==> images/layer_met3.png <==
Drawn at 1 px/micron.
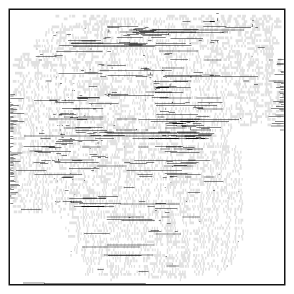
==> images/wires.png <==
Drawn at 1 px/micron.
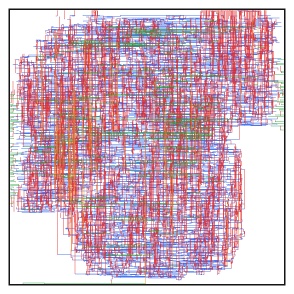
==> images/flops_by_reg.png <==
Drawn at 1 px/micron. Other sequential cells in the stronger grey, the rest of the logic in the fainter grey.
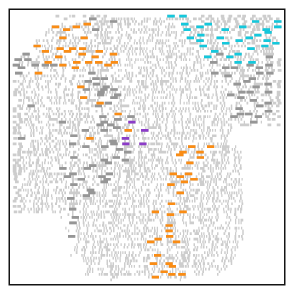
==> images/congestion.png <==
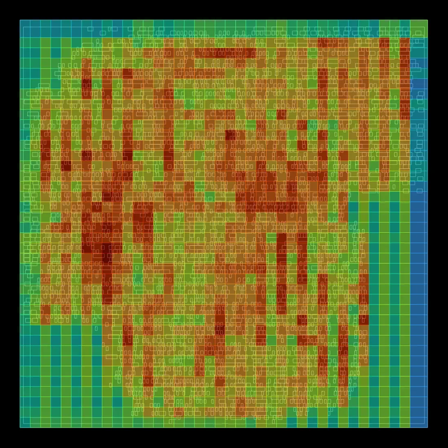
===== src/rtl/mips_mdu.sv =====
// mips_mdu: iterative multiply/divide unit that owns the HI/LO registers.
// MULT/MULTU use radix-2 shift-add. DIV/DIVU use restoring radix-2 division.
// Both operate on operand magnitudes, and a FIX cycle applies sign correction.
// Latency is fixed: start at edge E0 -> busy for WIDTH+1 cycles -> done pulse.
// Ports:
//   clk, reset         clock, synchronous active-high reset
//   start, op, a, b    launch request, opcode (00 MULT 01 MULTU 10 DIV 11 DIVU), operands
//   flush              squash the in-flight operation
//   wr_hi, wr_lo,      MTHI/MTLO strobes and data
//   wr_data
//   busy, done         operation in flight / one-cycle result-ready pulse
//   div_by_zero        last divide had a zero divisor (held until next done)
//   hi, lo             HI/LO registers
module mips_mdu #(
  parameter int unsigned WIDTH     = 32,
  parameter bit          SIGNED_EN = 1'b1
) (
  input  logic             clk,
  input  logic             reset,
  input  logic             start,
  input  logic [1:0]       op,
  input  logic [WIDTH-1:0] a,
  input  logic [WIDTH-1:0] b,
  input  logic             flush,
  input  logic             wr_hi,
  input  logic             wr_lo,
  input  logic [WIDTH-1:0] wr_data,
  output logic             busy,
  output logic             done,
  output logic             div_by_zero,
  output logic [WIDTH-1:0] hi,
  output logic [WIDTH-1:0] lo
);

  localparam int unsigned CW = $clog2(WIDTH);

  localparam logic [1:0] S_IDLE = 2'd0;
  localparam logic [1:0] S_RUN  = 2'd1;
  localparam logic [1:0] S_FIX  = 2'd2;
  localparam logic [1:0] S_DONE = 2'd3;

  logic [1:0]         state_q, state_d;
  logic [CW-1:0]      cnt_q, cnt_d;
  // Mult: {partial product upper, remaining multiplier bits}.
  // Div:  {partial remainder, dividend bits shifting into quotient}.
  logic [2*WIDTH-1:0] prod_q, prod_d;
  // Multiplicand magnitude (mult) or divisor magnitude (div).
  logic [WIDTH-1:0]   opnd_q, opnd_d;
  logic [WIDTH-1:0]   a_q, a_d;
  logic               is_div_q, is_div_d;
  logic               neg_q, neg_d;
  logic               rneg_q, rneg_d;
  logic               bz_q, bz_d;
  logic [WIDTH-1:0]   hi_q, hi_d;
  logic [WIDTH-1:0]   lo_q, lo_d;
  logic               dbz_q, dbz_d;

  logic               accept;
  logic               sgn, a_neg, b_neg;
  logic [WIDTH-1:0]   a_mag, b_mag;
  logic [WIDTH:0]     mul_sum;
  logic [2*WIDTH-1:0] mul_next;
  logic [WIDTH:0]     rem_sh, rem_diff;
  logic [2*WIDTH-1:0] div_next;
  logic [2*WIDTH-1:0] prod_neg;
  logic [WIDTH-1:0]   quo, rem;

  assign busy        = (state_q == S_RUN) || (state_q == S_FIX);
  assign done        = (state_q == S_DONE);
  assign div_by_zero = dbz_q;
  assign hi          = hi_q;
  assign lo          = lo_q;

  assign accept = start && !flush && ((state_q == S_IDLE) || (state_q == S_DONE));

  assign sgn   = SIGNED_EN && !op[0];
  assign a_neg = sgn && a[WIDTH-1];
  assign b_neg = sgn && b[WIDTH-1];
  assign a_mag = a_neg ? (~a + 1'b1) : a;
  assign b_mag = b_neg ? (~b + 1'b1) : b;

  // One shift-add step: add the multiplicand when the current multiplier LSB is
  // set, then shift the whole register right, keeping the carry.
  assign mul_sum  = {1'b0, prod_q[2*WIDTH-1:WIDTH]} + (prod_q[0] ? {1'b0, opnd_q} : '0);
  assign mul_next = {mul_sum, prod_q[WIDTH-1:1]};

  // One restoring step: shift the next dividend bit into the remainder. A borrow
  // out of the W+1-bit difference means the trial subtraction is discarded.
  assign rem_sh   = prod_q[2*WIDTH-1:WIDTH-1];
  assign rem_diff = rem_sh - {1'b0, opnd_q};
  assign div_next = rem_diff[WIDTH]
                  ? {rem_sh[WIDTH-1:0],   prod_q[WIDTH-2:0], 1'b0}
                  : {rem_diff[WIDTH-1:0], prod_q[WIDTH-2:0], 1'b1};

  assign prod_neg = ~prod_q + 1'b1;
  assign quo      = neg_q  ? (~prod_q[WIDTH-1:0] + 1'b1)       : prod_q[WIDTH-1:0];
  assign rem      = rneg_q ? (~prod_q[2*WIDTH-1:WIDTH] + 1'b1) : prod_q[2*WIDTH-1:WIDTH];

  always_comb begin
    state_d  = state_q;
    cnt_d    = cnt_q;
    prod_d   = prod_q;
    opnd_d   = opnd_q;
    a_d      = a_q;
    is_div_d = is_div_q;
    neg_d    = neg_q;
    rneg_d   = rneg_q;
    bz_d     = bz_q;
    hi_d     = hi_q;
    lo_d     = lo_q;
    dbz_d    = dbz_q;

    case (state_q)
      S_IDLE, S_DONE: begin
        if (accept) begin
          state_d  = S_RUN;
          cnt_d    = '0;
          is_div_d = op[1];
          neg_d    = a_neg ^ b_neg;
          rneg_d   = a_neg;
          bz_d     = (b == '0);
          a_d      = a;
          opnd_d   = op[1] ? b_mag : a_mag;
          prod_d   = {{WIDTH{1'b0}}, (op[1] ? a_mag : b_mag)};
        end else begin
          state_d = S_IDLE;
          if (wr_hi) hi_d = wr_data;
          if (wr_lo) lo_d = wr_data;
        end
      end
      S_RUN: begin
        if (flush) begin
          state_d = S_IDLE;
        end else begin
          prod_d = is_div_q ? div_next : mul_next;
          cnt_d  = cnt_q + CW'(1);
          if (cnt_q == CW'(WIDTH - 1)) state_d = S_FIX;
        end
      end
      default: begin // S_FIX
        if (flush) begin
          state_d = S_IDLE;
        end else begin
          state_d = S_DONE;
          dbz_d   = is_div_q && bz_q;
          if (!is_div_q) begin
            {hi_d, lo_d} = neg_q ? prod_neg : prod_q;
          end else if (bz_q) begin
            hi_d = a_q;
            lo_d = '1;
          end else begin
            hi_d = rem;
            lo_d = quo;
          end
        end
      end
    endcase
  end

  always_ff @(posedge clk) begin
    if (reset) begin
      state_q  <= S_IDLE;
      cnt_q    <= '0;
      prod_q   <= '0;
      opnd_q   <= '0;
      a_q      <= '0;
      is_div_q <= 1'b0;
      neg_q    <= 1'b0;
      rneg_q   <= 1'b0;
      bz_q     <= 1'b0;
      hi_q     <= '0;
      lo_q     <= '0;
      dbz_q    <= 1'b0;
    end else begin
      state_q  <= state_d;
      cnt_q    <= cnt_d;
      prod_q   <= prod_d;
      opnd_q   <= opnd_d;
      a_q      <= a_d;
      is_div_q <= is_div_d;
      neg_q    <= neg_d;
      rneg_q   <= rneg_d;
      bz_q     <= bz_d;
      hi_q     <= hi_d;
      lo_q     <= lo_d;
      dbz_q    <= dbz_d;
    end
  end

endmodule


===== config.mk =====
export PLATFORM = sky130hd
export DESIGN_NAME = mips_mdu
export DESIGN_NICKNAME = d
export VERILOG_FILES = /design/src/rtl/mips_mdu.sv
export SDC_FILE = /design/constraint.sdc
export NUM_CORES = 1
export LEC_CHECK = 0
export ABC_AREA = 1
export CELL_PAD_IN_SITES_DETAIL_PLACEMENT = 1
export CELL_PAD_IN_SITES_GLOBAL_PLACEMENT = 1
export CORE_MARGIN = 2
export CORE_UTILIZATION = 28
export DETAILED_ROUTE_END_ITERATION = 16
export PLACE_DENSITY = 0.62
export SETUP_SLACK_MARGIN = 0.1
export SYNTH_ARGS = -nofsm -noshare
export SYNTH_HDL_FRONTEND = slang
export SYNTH_SLANG_ARGS = --single-unit
export TNS_END_PERCENT = 100

===== constraint.sdc =====
create_clock -name clk -period 4.4 [get_ports clk]
set_clock_uncertainty 0.05 [all_clocks]
set_input_delay 0.88 -clock clk [delete_from_list [all_inputs] [get_ports clk]]
set_output_delay 0.88 -clock clk [all_outputs]
set_load 0.005 [all_outputs]

==> impl_metrics.yaml <==
# implementation run metrics
run_status:
  status: "finished, final reports clean"
cts:
  cts_made_buffers: 27
  worstSkewPairLatency_ns: 0.60
  cts_root_buf: "clkbuf_16"
  holdBufCountCts: 0
  cts_tree: "done"
  path_clk_slew_ns: 0.06
  clkSinkCount: 204
  cts_max_level: 1
  post_cts_resized: 0
  cts_max_path_buffers: 3
  postCtsSetupBuffers: 0
cells_and_area:
  syn2layout_area_growth_pct: 17.6
  fillCellCount: 9775
  fin_area_sq_um: 24000
  regMostFlops: "prod_q"
  largest_register_ffs: 64
  layout_top_cells: "nand2_1 (1100), inv_1 (542), nor2_1 (368)"
  nNetsFinal: 4002
  antenna_cells: 0
  drive_gt1_frac: 0.0424
  fin_cells: 4793
  layout.cells.most_common: "nand2_1"
die:
  die_h_microns: 274
  num_rows: 98
  die_w_microns: 274
  die-area_sq_um: 75100
  core-area_sq_um: 71900
  fp_util: 0.284
  io_pins: 171
global_route:
  grt_pass1_wl_mm: 157
  grt_max_degree: 100
  antenna_found_initial: 1
  grt_overflow: 0
  grt_pass1_vias: 24100
logic_synthesis:
  yosys_cells: 3732
  syn_avg_cell_area_sq_um: 5.47
  ys.flops: 204
  yosysWarnings: 0
  syn_nets: 3912
  yosysSeqAreaShare: 0.200
  synthArstFlopShare: 0
  synth.top_cell.area_share: 0.202
  largest_area_cell: "nand2_1"
  netlist_area_sq_um: 20400
  flop_cell: "dfxtp_1"
  synth.area.top_cells: "nand2_1 (20%), dfxtp_1 (20%), inv_1 (10%)"
  synth_cells: 3732
  synth.distinct_cells: 54
  enable_flop_cells: 0
  ys_chip_area_sq_um: 20400
setup_path:
  worst-r2r-cell-count: 10
  r2r_slack_ns: 0.98
  crit_arrival_ns: 3.88
  reg2reg_to: "opnd_q[15]"
  path_buffers: 4
  cp-end-kind: "flip-flop"
  required_ns: 4.86
  crit_cells: 10
  cp_max_fo: 56
  critPathLaunchType: "flip-flop"
  worstSetupPathType: "reg2reg"
  worst_path_max_delay_cell: "clkinv_1"
  critPathCapture: "opnd_q[15]"
  r2r-start: "state_q[0]"
  cpMostUsedCell: "nor2_1"
  worstSetupStartpoint: "state_q[0]"
  crit_chain: "inv_1 > ha_2 > buf_4 > nand3_1 > buf_4 > nor2_1 > clkinv_1 > o22ai_1 > nor2_1 > nor2_1"
  critical_path.top_delay_family: "buffers and inverters"
  slowest_delay_ns: 0.53
placed_design:
  place.gp.congestion: 0.951
  port_buffers: 170
  dp_hpwl_mm: 86.5
  dp.cells: 4743
  placed_cell_area_sq_um: 23000
sta:
  rsz0062_at_grt: "false"
  slew-limit-headroom: 0.319
  period_used_share: 0.778
  maxSlewViolCount: 0
  fin_tns_setup_ns: 0
  setup_viol: 0
  worst_slew_pin_slew_ns: 1.02
  finalHoldViolations: 0
  max_freq_mhz: 292
  fin_crit_ns: 3.42
pwr:
  report.power.total_w: 0.00681
  irDropWorstVdd_v: 0.000288
  power.leakage_nw: 12.0
  power_density_nw_per_um2: 284
worst_hold_path:
  min-delay-start: "cnt_q[4]"
  min_to: "cnt_q[4]"
  min_path_cells: 2
  hold_path_class: "reg2reg"
routing:
  wl_met1_mm: 52.1
  vias_per_cell: 5.19
  wl_met3_mm: 6.46
  wl_met2_mm: 44.8
  ant_nets: 0
  dr.pass1.iters: 6
  drcViolationCount: 0
  drtIter0Drc: 2219
  top_layer_used: "met4"
job:
  tool_warnings: 29
  max_cap_violations: 0
Notes on layer_met3.png above:
The layer carries 6460 microns of wire. The wires run mostly horizontal. The layer holds 6.0% of the routed length.
via count: 24900
met3 Track Usage GR: 0.0363
DRT Wirelength: 107 mm

Notes on wires.png above:
metal 4: drawn in orange, wire length 3610 microns. metal 1: drawn in blue, wire length 52.1 mm. metal 3: drawn in green, wire length 6460 microns. metal 2: drawn in red, wire length 44.8 mm.
wire per inst: 22.3 microns
Tot GR Track Use: 0.278

Notes on flops_by_reg.png above:
lo: drawn in cyan, sequential cells 32, where north-east. prod_q: drawn in orange, sequential cells 64. cnt_q: drawn in purple, sequential cells 5, where centre.

Notes on congestion.png above:
GR Util met2: 0.415
M1 GR Usage: 0.410
Layout Utilization: 0.334
GR peak layer: met2

[synth_stat cells, types with 7 or more instances]
cell	count
o211ai_1	20
xnor2_1	14
nand2_1	1101
buf_2	22
buf_1	12
ha_1	74
a31oi_1	16
o21ai_1	12
nor3_1	29
inv_1	544
clkbuf_1	117
a22oi_1	7
xor2_1	65
buf_6	8
nand3_1	284
nor2_1	369
o21ai_0	338
a21oi_1	332
nand4_1	43
or2_2	9
and2_1	11
nor2_2	11
o21bai_1	10
nand2_2	10
dfxtp_1	204
nand3b_1	7
[per-layer routing]
| metal | vias to the layer above | track usage |
|---|---|---|
| li1 | 12100 | - |
| met1 | 11900 | 0.410 |
| met2 | 769 | 0.415 |
| met3 | 121 | 0.0363 |
| met4 | 0 | 0.0887 |
| met5 | - | 0 |
[cell families after synthesis]
logic type,Yosys count,share of synthesized area
buffers and inverters,713,0.136
DFF,204,0.200
xor gates and xnor gates,79,0.0339
adders and majority gates,76,0.0473
AOI/OAI and AO/OA,773,0.201
and+or+nand+nor,1887,0.382
[per-stage QoR]
stage | setup WS [ns] | util | hold slack [ns]
2_1_floorplan | 1.83 | - | 0.380
3_3_place_gp | 0.810 | 0.321 | 0.411
3_5_place_dp | 0.792 | 0.321 | 0.427
4_1_cts | 0.924 | 0.334 | 0.436
5_1_grt | 0.796 | 0.334 | 0.470
6_report | 0.976 | 0.334 | 0.438
[layout make-up]
cell class              count  area [sq um]  share of cell area
well taps                 950          1190              0.0495
clock inverters            13           150             0.00626
flip-flops and latches    204          4090               0.170
repair buffers            222          2110              0.0880
multi-input cells        2815         13600               0.565
clock buffers              37           813              0.0339
inverters                 552          2080              0.0866
[report_power, final]
group          switching (W)  internal [W]
Clock               0.000969       0.00142
Combinational        0.00151      0.000733
Sequential          0.000189       0.00200
Total                0.00267       0.00415
No activity file was given, so power comes from the tool's default toggle rates.
